### Cell density map

(3 px per um) 11 x 12 tiles, from dark blue (low) to red (high), 0 to 100% covered.
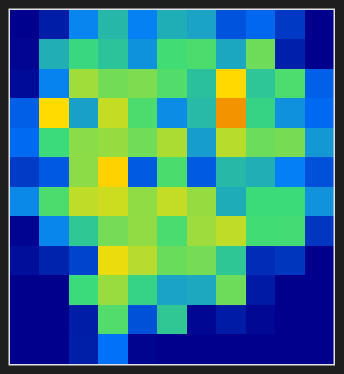
### Signal wires on met1

(4 px per um) Supply wires on this layer in gray. Cells faint in the background.
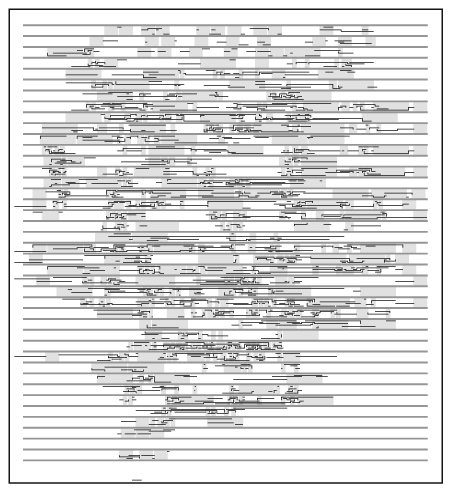
### I/O nets highlighted

(2 px per um)
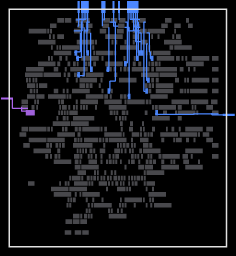
### Placement view

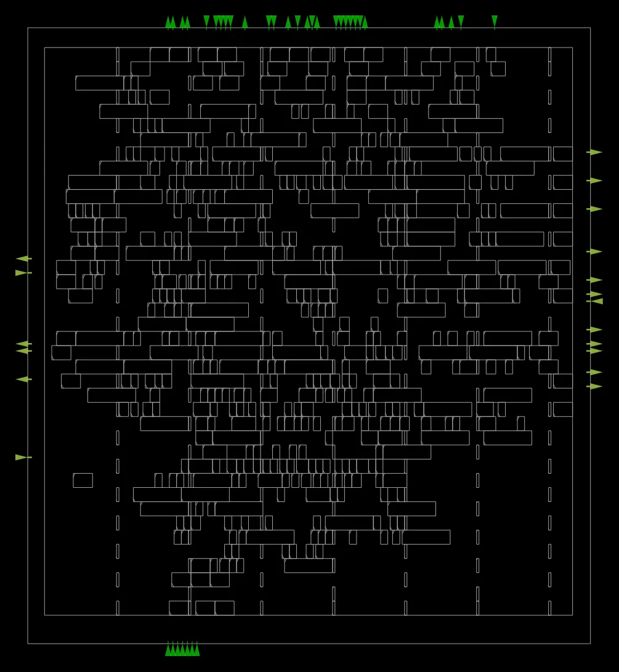
### Cell classes on the final placement

(3 px per um)
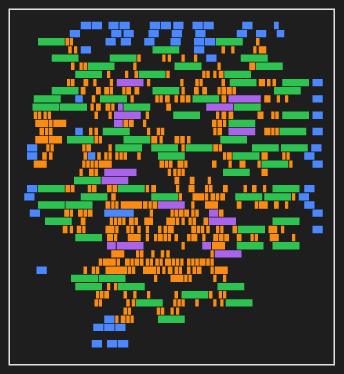
===== config.mk =====
export PLATFORM = sky130hd
export DESIGN_NAME = div_iter_16bit
export DESIGN_NICKNAME = d
export VERILOG_FILES = /design/src/rtl/div_pkg.sv /design/src/rtl/div_restore_step.sv /design/src/rtl/div_iter_16bit.sv
export SDC_FILE = /design/constraint.sdc
export NUM_CORES = 1
export LEC_CHECK = 0
export ABC_AREA = 1
export CAP_MARGIN = 15
export CORE_ASPECT_RATIO = 1.1
export CORE_MARGIN = 3
export CORE_UTILIZATION = 30
export DETAILED_ROUTE_END_ITERATION = 10
export PLACE_DENSITY = 0.5
export SYNTH_ARGS = -nofsm -noshare
export SYNTH_HDL_FRONTEND = slang
export SYNTH_HIERARCHICAL = 1
export SYNTH_SLANG_ARGS = --single-unit

===== constraint.sdc =====
create_clock -name clk -period 3.85 [get_ports clk]
set_input_delay 0.9625 -clock clk [delete_from_list [all_inputs] [get_ports clk]]
set_output_delay 0.9625 -clock clk [all_outputs]
set_load 0.01 [all_outputs]

===== src/rtl/div_pkg.sv =====
// Shared types and constants for the iterative restoring divider.
// Holds the FSM state encoding, the default width and the counter sizing.
package div_pkg;

    localparam int DIV_SIZE = 8;

    typedef enum logic [1:0] {
        IDLE = 2'd0,
        CALC = 2'd1,
        DONE = 2'd2
    } div_state_t;

    // Iteration counter width for a 2*size-bit dividend.
    function automatic int div_cnt_w(input int size);
        return $clog2(2 * size);
    endfunction

endpackage


===== src/rtl/div_restore_step.sv =====
// One restoring division step: shift in the next dividend bit, trial-subtract.
// Compare and subtract are unsigned and size+1 bits wide.
module div_restore_step #(
    parameter int size = 8
) (
    input  logic [size:0]   i_rem,
    input  logic            i_msb,
    input  logic [size-1:0] i_divisor,
    output logic [size:0]   o_rem,
    output logic            o_qbit
);

    logic [size:0] w_p;
    logic [size:0] w_dsr;
    logic [size:0] w_diff;
    logic          w_ge;

    assign w_p    = {i_rem[size-1:0], i_msb};
    assign w_dsr  = {1'b0, i_divisor};
    assign w_diff = w_p - w_dsr;

    // A set top remainder bit means the shifted value overflowed the
    // trial width, so it is certainly not below the divisor.
    assign w_ge   = i_rem[size] | (w_p >= w_dsr);

    // Restore (keep p) or accept the subtraction.
    always_comb begin
        o_qbit = w_ge;
        o_rem  = w_ge ? w_diff : w_p;
    end

endmodule


===== src/rtl/div_iter_16bit.sv =====
// Iterative restoring divider: 2*size-bit dividend by size-bit divisor.
// One operation in flight, fixed latency, one-cycle result strobe.
module div_iter_16bit
    import div_pkg::*;
#(
    parameter int size = DIV_SIZE
) (
    input  logic              clk,
    input  logic              rst_n,
    input  logic              div_en_in,
    input  logic [2*size-1:0] div_a,
    input  logic [size-1:0]   div_b,
    output logic              div_busy,
    output logic              div_en_out,
    output logic [2*size-1:0] div_quo,
    output logic [size-1:0]   div_rem,
    output logic              div_by_zero
);

    localparam int DW = 2 * size;
    localparam int CW = div_cnt_w(size);
    localparam logic [CW-1:0] LAST = CW'(DW - 1);

    div_state_t      r_state;
    div_state_t      w_next;

    logic [DW-1:0]   r_dvd;
    logic [size-1:0] r_dsr;
    logic [size:0]   r_rem;
    logic [CW-1:0]   r_cnt;
    logic            r_zero;

    logic [DW-1:0]   r_quo;
    logic [size-1:0] r_remo;
    logic            r_dbz;
    logic            r_en_out;

    logic            w_busy;
    logic            w_load;
    logic            w_step;
    logic            w_done;
    logic [size:0]   w_rem_nxt;
    logic            w_qbit;

    div_restore_step #(
        .size      (size)
    ) u_step (
        .i_rem     (r_rem),
        .i_msb     (r_dvd[DW-1]),
        .i_divisor (r_dsr),
        .o_rem     (w_rem_nxt),
        .o_qbit    (w_qbit)
    );

    // State register.
    always_ff @(posedge clk or negedge rst_n) begin
        if (!rst_n) begin
            r_state <= IDLE;
        end else begin
            r_state <= w_next;
        end
    end

    // Next state: accept in IDLE, leave CALC on the last step, DONE lasts one cycle.
    always_comb begin
        w_next = r_state;
        unique case (r_state)
            IDLE:    if (div_en_in) w_next = CALC;
            CALC:    if (r_cnt == LAST) w_next = DONE;
            DONE:    w_next = IDLE;
            default: w_next = IDLE;
        endcase
    end

    // Control decode from the registered state.
    always_comb begin
        w_busy = 1'b0;
        w_load = 1'b0;
        w_step = 1'b0;
        w_done = 1'b0;
        unique case (r_state)
            IDLE: w_load = div_en_in;
            CALC: begin
                w_busy = 1'b1;
                w_step = 1'b1;
            end
            DONE: begin
                w_busy = 1'b1;
                w_done = 1'b1;
            end
            default: w_busy = 1'b0;
        endcase
    end

    // Datapath: capture operands on accept, then one restoring step per cycle.
    // The dividend register doubles as the quotient register.
    always_ff @(posedge clk or negedge rst_n) begin
        if (!rst_n) begin
            r_dvd  <= '0;
            r_dsr  <= '0;
            r_rem  <= '0;
            r_cnt  <= '0;
            r_zero <= 1'b0;
        end else if (w_load) begin
            r_dvd  <= div_a;
            r_dsr  <= div_b;
            r_rem  <= '0;
            r_cnt  <= '0;
            r_zero <= (div_b == '0);
        end else if (w_step) begin
            r_dvd  <= {r_dvd[DW-2:0], w_qbit};
            r_rem  <= w_rem_nxt;
            r_cnt  <= r_cnt + 1'b1;
        end
    end

    // Result registers: load once per operation, hold until the next result.
    always_ff @(posedge clk or negedge rst_n) begin
        if (!rst_n) begin
            r_quo    <= '0;
            r_remo   <= '0;
            r_dbz    <= 1'b0;
            r_en_out <= 1'b0;
        end else begin
            r_en_out <= w_done;
            if (w_done) begin
                r_quo  <= r_zero ? '1 : r_dvd;
                r_remo <= r_zero ? '0 : r_rem[size-1:0];
                r_dbz  <= r_zero;
            end
        end
    end

    assign div_busy    = w_busy;
    assign div_en_out  = r_en_out;
    assign div_quo     = r_quo;
    assign div_rem     = r_remo;
    assign div_by_zero = r_dbz;

endmodule


==> flow_summary.json <==
{
  "synth_dominant_cell_count": "nand2_1",
  "grt_overflow": 0,
  "clock_latency_ns": 0.33,
  "clk_pin_slew_worst_paths_ns": 0.06,
  "min_path_cells": 2,
  "slowest_stage": "clkdlybuf4s50_1",
  "cp_slowest_stage_delay_ns": 0.53,
  "synthCells": 439,
  "p_total_mw": 4.06,
  "critical_path.cell_chain": "inv_1 > ha_1 > clkdlybuf4s50_1",
  "setup_viol_count_final": 0,
  "clockBufferDepth": 2,
  "top_cells_by_area": "dfrtp_1 48%, nand2_1 14%, nand3_1 7.9%",
  "setup.worst_path.start": "r_state[0]$_DFFE_PN0P_",
  "edf_count": 0,
  "irDropWorstVdd_uv": 304,
  "vias_per_cell": 4.47,
  "rsz0062_at_grt": "false",
  "drtPass1Iterations": 5,
  "min_path_type": "flop to flop",
  "dpl_cell_area_mm2": 0.00407,
  "reg2reg_from": "r_state[1]$_DFFE_PN0P_",
  "p_leak_nw": 2.20,
  "n_antenna_cell": 0,
  "yosys.area.top_type": "dfrtp_1",
  "yosysSeqAreaShare_pct": 48.2,
  "critPathTopFamily": "buffers and inverters",
  "finClkSkew_ns": 0.00647,
  "period_used_pct": 67.8,
  "ant_nets": 0,
  "cts_buffers": 9,
  "layout_min_cycle_time_ns": 2.61,
  "final_common_cell": "nand2_1",
  "max_cap_viol_count": 0,
  "synth_cell_types": 28,
  "p_per_area_mw_per_mm2": 918,
  "netlist_area_mm2": 0.00342,
  "cts_tree": "yes",
  "hold_violations": 0,
  "chip_area_mm2": 0.0127,
  "wirelength_um": 8280,
  "yosys_warnings": 6,
  "routabilityCongestion": 0.807,
  "max_freq_mhz": 383,
  "htreeDepth": 3,
  "antenna_found_initial": 0,
  "cts_hold_buffers": 0,
  "grt_pass1_vias": 2953,
  "maxSlewViolCount": 0,
  "synth.avg_cell_area_um2": 7.80,
  "r2r-end": "r_dvd[1]$_DFFE_PN0P_",
  "ys_cells": 439,
  "worstSetupPathType": "flop to output port",
  "io_pins": 54,
  "ys_chip_area_mm2": 0.00342,
  "drtIter0Drc": 147,
  "common_cells": "132 x nand2_1, 66 x dfrtp_1, 62 x nor2_1, 54 x nand3_1, 46 x inv_1",
  "yosys.area.top_type_share_pct": 48.2,
  "outcome": "complete, no violations",
  "cp-start-kind": "flop",
  "layout.nets": 535,
  "hold_ws_ns": 0.480,
  "clock-sinks": 66,
  "wl_per_cell_um": 12.8,
  "r2r_setup_slack_ns": 1.71,
  "io_buffers": 53,
  "ys_async_sr_fraction_pct": 100,
  "place_ws_ns": 1.04,
  "grt_util_all_layers_pct": 14.3,
  "syn_nets": 481,
  "stdcell_area_mm2": 0.00442,
  "arrival_ns": 1.65
}
Notes on 'Cell density map' above:
nearly empty tiles	19%
tiles over 75% full	3.0%
emptiest ninth of the die	lower right
fullest tile	83%

Notes on 'Signal wires on met1' above:
main direction	horizontal
nets with wire on the layer	487
wire length on this layer	3940 um
share of all routed wire	48%

Notes on 'I/O nets highlighted' above:
color	port	bits	direction	edge	end cells	wire
blue	div_a	16	input	15 top, 1 right	16	520 um
purple	div_busy	1	output	left	1	17.8 um

Notes on 'Placement view' above:
final core occ: 40.1%
core footprint: 0.0110 mm2
fin cells: 645
Seq area share: 37.4%
fill cell count: 1177

Notes on 'Cell classes on the final placement' above:
color	class	cells	share of their area
green	flops	66	39%
purple	clock drivers and dummy loads	16	7.7%
orange	combinational and other logic	358	40%
blue	other buffers and delay cells	58	14%

==> layout make-up <==
class / instances / area (um2) / share of cell area (%)
Inverter: 49 / 186 / 4.22
Clock buffer: 9 / 225 / 5.10
Timing Repair Buffer: 58 / 583 / 13.2
Clock inverter: 7 / 100 / 2.27
Multi-Input combinational cell: 309 / 1490 / 33.7
Sequential cell: 66 / 1650 / 37.4
Tap cell: 147 / 184 / 4.16
==> worst max path at each step <==
stage                               to  slack [ns]  cells after the start
floorplan                     div_busy        2.12                      2
global placement    r_zero$_DFFE_PN0P_        1.07                      6
detailed placement  r_zero$_DFFE_PN0P_        1.04                      6
CTS                           div_busy        1.23                      3
global route                  div_busy        1.16                      3
finish                        div_busy        1.24                      3
==> power by group <==
group / internal, mW / switching [mW]
sequential: 1.00 / 0.215
combinational: 0.806 / 1.13
clock: 0.574 / 0.333
==> cells by family after synthesis <==
group / count (synthesis) / synth area share, %
AND/OR/NAND/NOR: 265 / 32.8
flip-flops: 66 / 48.2
adder cells (fa/ha/maj): 15 / 5.70
XOR/XNOR: 3 / 0.768
AND-OR/OR-AND: 26 / 4.24
buffers and inverters: 64 / 8.26
==> state kept, by name, summed over array words and instances (netlist names), 2 cells and up <==
register	count
div_quo	16
r_dvd	16
r_rem	9
div_rem	8
r_dsr	8
r_cnt	4
r_state	2
==> tightest hold or removal path, stage by stage, from the launching register on <==
cell     delay (ns)
dfrtp_1        0.34
nand2_1        0.06
nand2_1        0.05
==> routing by layer <==
metal / GRT usage (%) / wire length, um / vias up
met5: 0 / 0 / -
met4: 5.37 / 94 / 0
met3: 2.47 / 283 / 5
met2: 22.0 / 3960 / 39
met1: 20.2 / 3940 / 1365
li1: - / - / 1475
No activity file was given, so power comes from the tool's default toggle rates.
